### src/rtl/byte_word_packer_if.sv
// Byte-in / word-out handshake bundle for byte_word_packer.
// PACKER_PARITY_EN adds out_parity (one even-parity bit per lane).
interface byte_word_packer_if;
  logic [7:0]  in_byte;
  logic        in_valid;
  logic        in_ready;
  logic        flush;
  logic [31:0] out_word;
  logic [2:0]  out_bytes;
  logic        out_valid;
  logic        out_ready;
`ifdef PACKER_PARITY_EN
  logic [3:0]  out_parity;
`endif

  modport master (
    output in_byte, in_valid, flush, out_ready,
    input  in_ready, out_word, out_bytes, out_valid
`ifdef PACKER_PARITY_EN
    , input out_parity
`endif
  );

  modport slave (
    input  in_byte, in_valid, flush, out_ready,
    output in_ready, out_word, out_bytes, out_valid
`ifdef PACKER_PARITY_EN
    , output out_parity
`endif
  );
endinterface

### src/rtl/byte_word_packer.sv
// Packs bytes little-endian into 32-bit words behind a show-ahead FIFO.
// Optional macro PACKER_PARITY_EN stores per-lane parity with each word.
module byte_word_packer #(
  parameter int DEPTH = 4
) (
  input logic clk,
  input logic rst,
  byte_word_packer_if.slave bus
);
  localparam int AW = $clog2(DEPTH);
  localparam int CW = AW + 1;

  logic [31:0]   acc_data, acc_data_nxt, merged;
  logic [1:0]    acc_cnt, acc_cnt_nxt;
  logic [2:0]    sum_cnt;
  logic          take, fl, push, pop;
  logic [2:0]    push_bytes;
  logic [AW-1:0] wr_ptr, rd_ptr;
  logic [CW-1:0] occ;
  logic          full, empty;

  logic [31:0]   word_mem  [DEPTH];
  logic [2:0]    bytes_mem [DEPTH];
`ifdef PACKER_PARITY_EN
  logic [3:0]    par_mem   [DEPTH];
  logic [3:0]    push_par;
`endif

  assign full  = (occ == CW'(DEPTH));
  assign empty = (occ == '0);

  // Outputs are forced quiet during reset, before the state is cleared.
  assign bus.in_ready  = !rst && !full;
  assign bus.out_valid = !rst && !empty;
  assign bus.out_word  = bus.out_valid ? word_mem[rd_ptr]  : '0;
  assign bus.out_bytes = bus.out_valid ? bytes_mem[rd_ptr] : '0;
`ifdef PACKER_PARITY_EN
  assign bus.out_parity = bus.out_valid ? par_mem[rd_ptr] : '0;
`endif

  assign take = bus.in_valid && bus.in_ready;
  assign fl   = bus.flush && bus.in_ready;
  assign pop  = bus.out_valid && bus.out_ready;

  always_comb begin
    merged = acc_data;
    if (take) merged[{acc_cnt, 3'b000} +: 8] = bus.in_byte;
    sum_cnt      = {1'b0, acc_cnt} + {2'b00, take};
    push         = 1'b0;
    push_bytes   = sum_cnt;
    acc_data_nxt = merged;
    acc_cnt_nxt  = sum_cnt[1:0];
    if (sum_cnt[2]) begin
      push         = 1'b1;
      acc_data_nxt = '0;
      acc_cnt_nxt  = '0;
    end else if (fl && sum_cnt != 3'd0) begin
      push         = 1'b1;
      acc_data_nxt = '0;
      acc_cnt_nxt  = '0;
    end
  end

`ifdef PACKER_PARITY_EN
  // Unfilled lanes are always zero, so their parity comes out 0.
  always_comb begin
    push_par = '0;
    for (int k = 0; k < 4; k++) push_par[k] = ^merged[8*k +: 8];
  end
`endif

  always_ff @(posedge clk) begin
    if (rst) begin
      acc_data <= '0;
      acc_cnt  <= '0;
      wr_ptr   <= '0;
      rd_ptr   <= '0;
      occ      <= '0;
    end else begin
      acc_data <= acc_data_nxt;
      acc_cnt  <= acc_cnt_nxt;
      if (push) wr_ptr <= wr_ptr + 1'b1;
      if (pop)  rd_ptr <= rd_ptr + 1'b1;
      occ <= occ + CW'(push) - CW'(pop);
    end
  end

  always_ff @(posedge clk) begin
    if (push) begin
      word_mem[wr_ptr]  <= merged;
      bytes_mem[wr_ptr] <= push_bytes;
`ifdef PACKER_PARITY_EN
      par_mem[wr_ptr]   <= push_par;
`endif
    end
  end
endmodule
### src/flat_wrapper.sv
// flat-port wrapper written by rule: the top's interface ports become plain ports
module byte_word_packer_flat 
#(
  parameter int DEPTH = 4
)
  (clk, rst, bus_in_byte, bus_in_valid, bus_flush, bus_out_ready, bus_in_ready, bus_out_word, bus_out_bytes, bus_out_valid);
  byte_word_packer_if bus_i ();
  input logic clk;
  input logic rst;
  input wire logic [$bits(bus_i.in_byte)-1:0] bus_in_byte;
  input wire logic [$bits(bus_i.in_valid)-1:0] bus_in_valid;
  input wire logic [$bits(bus_i.flush)-1:0] bus_flush;
  input wire logic [$bits(bus_i.out_ready)-1:0] bus_out_ready;
  output wire logic [$bits(bus_i.in_ready)-1:0] bus_in_ready;
  output wire logic [$bits(bus_i.out_word)-1:0] bus_out_word;
  output wire logic [$bits(bus_i.out_bytes)-1:0] bus_out_bytes;
  output wire logic [$bits(bus_i.out_valid)-1:0] bus_out_valid;
  assign bus_i.in_byte = bus_in_byte;
  assign bus_i.in_valid = bus_in_valid;
  assign bus_i.flush = bus_flush;
  assign bus_i.out_ready = bus_out_ready;
  assign bus_in_ready = bus_i.in_ready;
  assign bus_out_word = bus_i.out_word;
  assign bus_out_bytes = bus_i.out_bytes;
  assign bus_out_valid = bus_i.out_valid;
  byte_word_packer #(.DEPTH(DEPTH)) u_core (.clk(clk), .rst(rst), .bus(bus_i));
endmodule
### config.mk
export PLATFORM = sky130hd
export DESIGN_NAME = byte_word_packer_flat
export DESIGN_NICKNAME = d
export VERILOG_FILES = /design/src/rtl/byte_word_packer_if.sv /design/src/rtl/byte_word_packer.sv /design/src/flat_wrapper.sv
export SDC_FILE = /design/constraint.sdc
export NUM_CORES = 1
export LEC_CHECK = 0
export CAP_MARGIN = 0
export CORE_MARGIN = 2
export CORE_UTILIZATION = 50
export CTS_CLUSTER_SIZE = 24
export DETAILED_ROUTE_END_ITERATION = 10
export PLACE_DENSITY_LB_ADDON = 0.1
export SLEW_MARGIN = 10
export SYNTH_ARGS = -nofsm -noshare
export SYNTH_HDL_FRONTEND = slang
export SYNTH_SLANG_ARGS = --single-unit
### constraint.sdc
create_clock -name clk -period 4.5 [get_ports clk]
set_clock_uncertainty 0.15 [all_clocks]
set_input_delay 0.675 -clock clk [delete_from_list [all_inputs] [get_ports clk]]
set_output_delay 0.675 -clock clk [all_outputs]
set_load 0.005 [all_outputs]
==> flow_summary_export.csv <==
group,metric,value,unit
final_layout,mi_logic_area,2300,sq um
worst_setup_path,req_time_crit_path,4.70,ns
final_layout,diodes,0,
timing,fmaxAchievable,0.258,GHz
timing,hold-worst-slack,0.351,ns
die,num_io_pins,50,
logic_synthesis,synth.largest_area_cell,"sky130_fd_sc_hd__edfxtp_1",
timing,min_period,3.88,ns
final_layout,seq_area,5070,sq um
power,cellPowerDensity,485,nW/um^2
clock_network,clock_tree_from_tritoncts,"done",
logic_synthesis,synth_nets,506,
power,leakage,3.04,nW
clock_network,cts_made_buffers,17,
worst_setup_path,timing.critical_path.mode_cell,"sky130_fd_sc_hd__ha_1",
worst_setup_path,worstPathCellList,"clkdlybuf4s50_1, and3_1, ha_1, ha_1, o21ai_1, o31ai_2, inv_2, ha_1, inv_1, ha_1, inv_1, fa_1, xor2_1, and2_1, nor3_1",
timing,tightestPinTransition,0.743,ns
status,run_status,"complete, no violations",
run,warning_count,33,
detailed_routing,number_of_drc_violations_after_detailed_routing_iteration_0,315,
logic_synthesis,count_leader_synth,"sky130_fd_sc_hd__edfxtp_1",
logic_synthesis,enable_flop_cells,140,
final_layout,postLayoutCellArea,8800,sq um
detailed_routing,detailed_route_vias_per_instance,5.72,
worst_setup_path,startpoint_type,"primary input",
worst_setup_path,slowest_cell_on_crit_path,"sky130_fd_sc_hd__clkdlybuf4s50_1",
die,die_w,127,microns
final_layout,nets,563,
detailed_routing,route.final.wire_length,14100,microns
worst_setup_path,critPathMaxFanout,9,
timing,headroom_to_the_max_slew_limit,50.5,%
timing,setup_repair_after_global_routing_missed_its_margin,"false",
worst_setup_path,crit_family,"adder cells",
power,ir_drop,384,uV
detailed_routing,remaining_drc_errors,0,
run,cap_viol_max_count,0,
timing,setup_viol,0,
timing,timing_hold_violations_final,0,
logic_synthesis,synthesis.area,7570,sq um
detailed_routing,avgRoutedWirePerCell,19.2,microns
placed_design,preCtsSetupSlack,0.194,ns
logic_synthesis,synthTopCellsByArea,"sky130_fd_sc_hd__edfxtp_1 56%, sky130_fd_sc_hd__dfxtp_1 11%, sky130_fd_sc_hd__mux4_2 10%, sky130_fd_sc_hd__a21oi_2 3.5%, sky130_fd_sc_hd__and2_1 3.4%",
placed_design,dp.cells,701,
die,chipArea,16100,sq um
timing,timing.final.crit_share,86.2,%
placed_design,placement.cell_area,8250,sq um
die,core-area,14600,sq um
worst_setup_path,worst-setup-path-type,"primary input to register",
logic_synthesis,synth-warning-count,0,
worst_setup_path,worstPathBufferInverterCount,4,
clock_network,clk_root_buffer_cell,"sky130_fd_sc_hd__clkbuf_16",
final_layout,area_delta_synth_final,16.3,%
detailed_routing,route.antenna.remaining_nets,0,
final_layout,post_layout_nonfiller_instances,733,
logic_synthesis,synthArstFlopShare,0,%
logic_synthesis,synthCells,479,
hold_path,holdCritPathClass,"register to register",
logic_synthesis,yosys_cells,479,
detailed_routing,via_count,4192,
final_layout,n_fill_cell,1105,
placed_design,placement.io_buffers,49,
logic_synthesis,ys_top_cells_by_count,"140 x sky130_fd_sc_hd__edfxtp_1, 43 x sky130_fd_sc_hd__dfxtp_1, 41 x sky130_fd_sc_hd__and2_1, 35 x sky130_fd_sc_hd__mux4_2, 34 x sky130_fd_sc_hd__nand2_1",
logic_synthesis,top_area_cell_share,55.6,%
logic_synthesis,main_flop_type_after_synthesis,"sky130_fd_sc_hd__edfxtp_1",
detailed_routing,drt_first_pass_iters,4,
-- where the power goes --
part / leakage (nW) / switching, mW / internal [mW] / total (mW)
clock network: 0.269 / 0.639 / 0.719 / 1.36
logic: 1.13 / 0.467 / 0.508 / 0.975
registers: 1.64 / 0.0433 / 1.89 / 1.94
-- flip-flops by register name, indices dropped and copies added (netlist names), named ones only --
register          flops
u_core.word_mem     128
u_core.bytes_mem     12
u_core.wr_ptr         2
u_core.occ            3
u_core.rd_ptr         2
u_core.acc_cnt        2
u_core.acc_data      32
-- path summary, 6_finish.rpt --
kind | to | cells past startpoint | start
max | u_core.occ[2]$_SDFF_PP0_ | 15 | bus_in_valid
min reg2reg | u_core.acc_data[9]$_SDFF_PP0_ | 2 | u_core.acc_data[9]$_SDFF_PP0_
min | u_core.acc_data[9]$_SDFF_PP0_ | 2 | u_core.acc_data[9]$_SDFF_PP0_
max reg2reg | u_core.occ[2]$_SDFF_PP0_ | 15 | u_core.occ[1]$_SDFF_PP0_
-- layout make-up --
class,count,share of cell area [%]
tap,184,2.62
clock buffer,17,4.84
timing repair buffer,66,7.03
multi-input combinational,259,26.1
clock inverter,15,1.41
sequential,183,57.6
inverter,9,0.384
-- cells by family (layout without fill, tap and decap cells) --
family | Yosys count | count (layout) | share of synthesized area (%)
flops | 183 | 183 | 66.9
buf+inv | 37 | 107 | 2.70
compound gates | 73 | 73 | 6.81
mux | 35 | 35 | 10.4
xor+xnor | 3 | 3 | 0.347
fa+ha+maj | 14 | 14 | 2.41
simple gates | 134 | 134 | 10.4
-- layer usage --
layer  share of wire, %  vias to the layer above
li1                   -                     1955
met1                 45                     2124
met2                 50                       91
met3                3.6                       22
met4                1.9                        0
met5                  0                        -
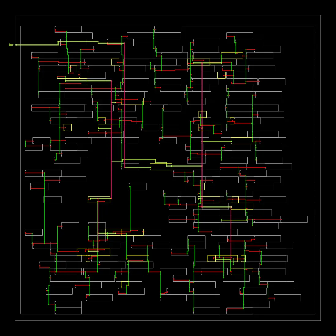
*Clock routing*
Clock buffer cells: 17
Power Clock: 1.36 mW
worst skew pair latency: 0.42 ns
number of clock sinks: 183

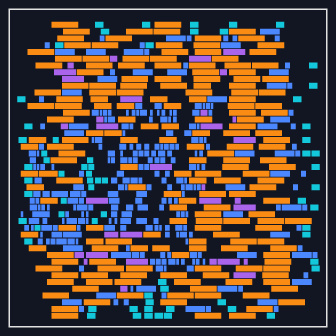
*Cells colored by class*
flops: in orange, cells 183. clock drivers and dummy loads: in purple, cells 32. other buffers and delay cells: in cyan, cells 66. all other logic: in blue, cells 268.

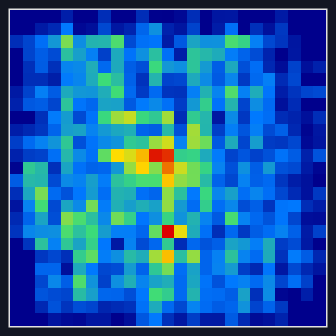
*Wire density map*
25 x 25 tiles, from dark blue (low) to red (high), scaled to the fullest tile. Values are wire area over tile area, all layers added.
The mean over all tiles is 0.14. 12% of the tiles are nearly empty. The emptiest ninth of the die: north-east. The fullest tile reaches 0.58. The densest ninth of the die: center. 8.0% of the tiles are over half the peak.

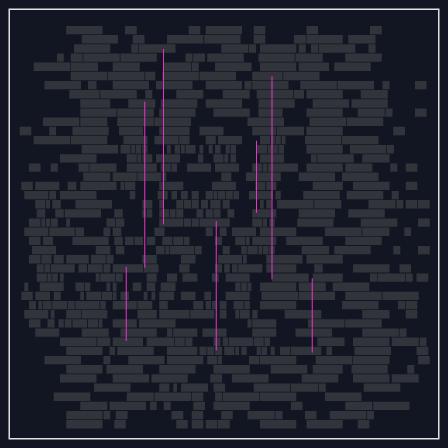
*Met4 routing*
Cells faint in the background.
The layer holds 1.9% of the routed length. The layer carries 263 microns of wire.

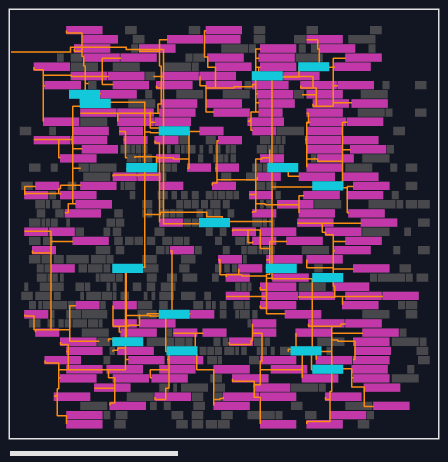
*Clock wires, drivers and flops*
Bar = 50 microns.
cells driving clock nets: in cyan, count 17. clock wires: in orange, length 1810 microns. flip-flops: in magenta, count 183.
There are 18 routed clock nets.
clock share of power: 31.8%

No activity file was given, so power comes from the tool's default toggle rates.
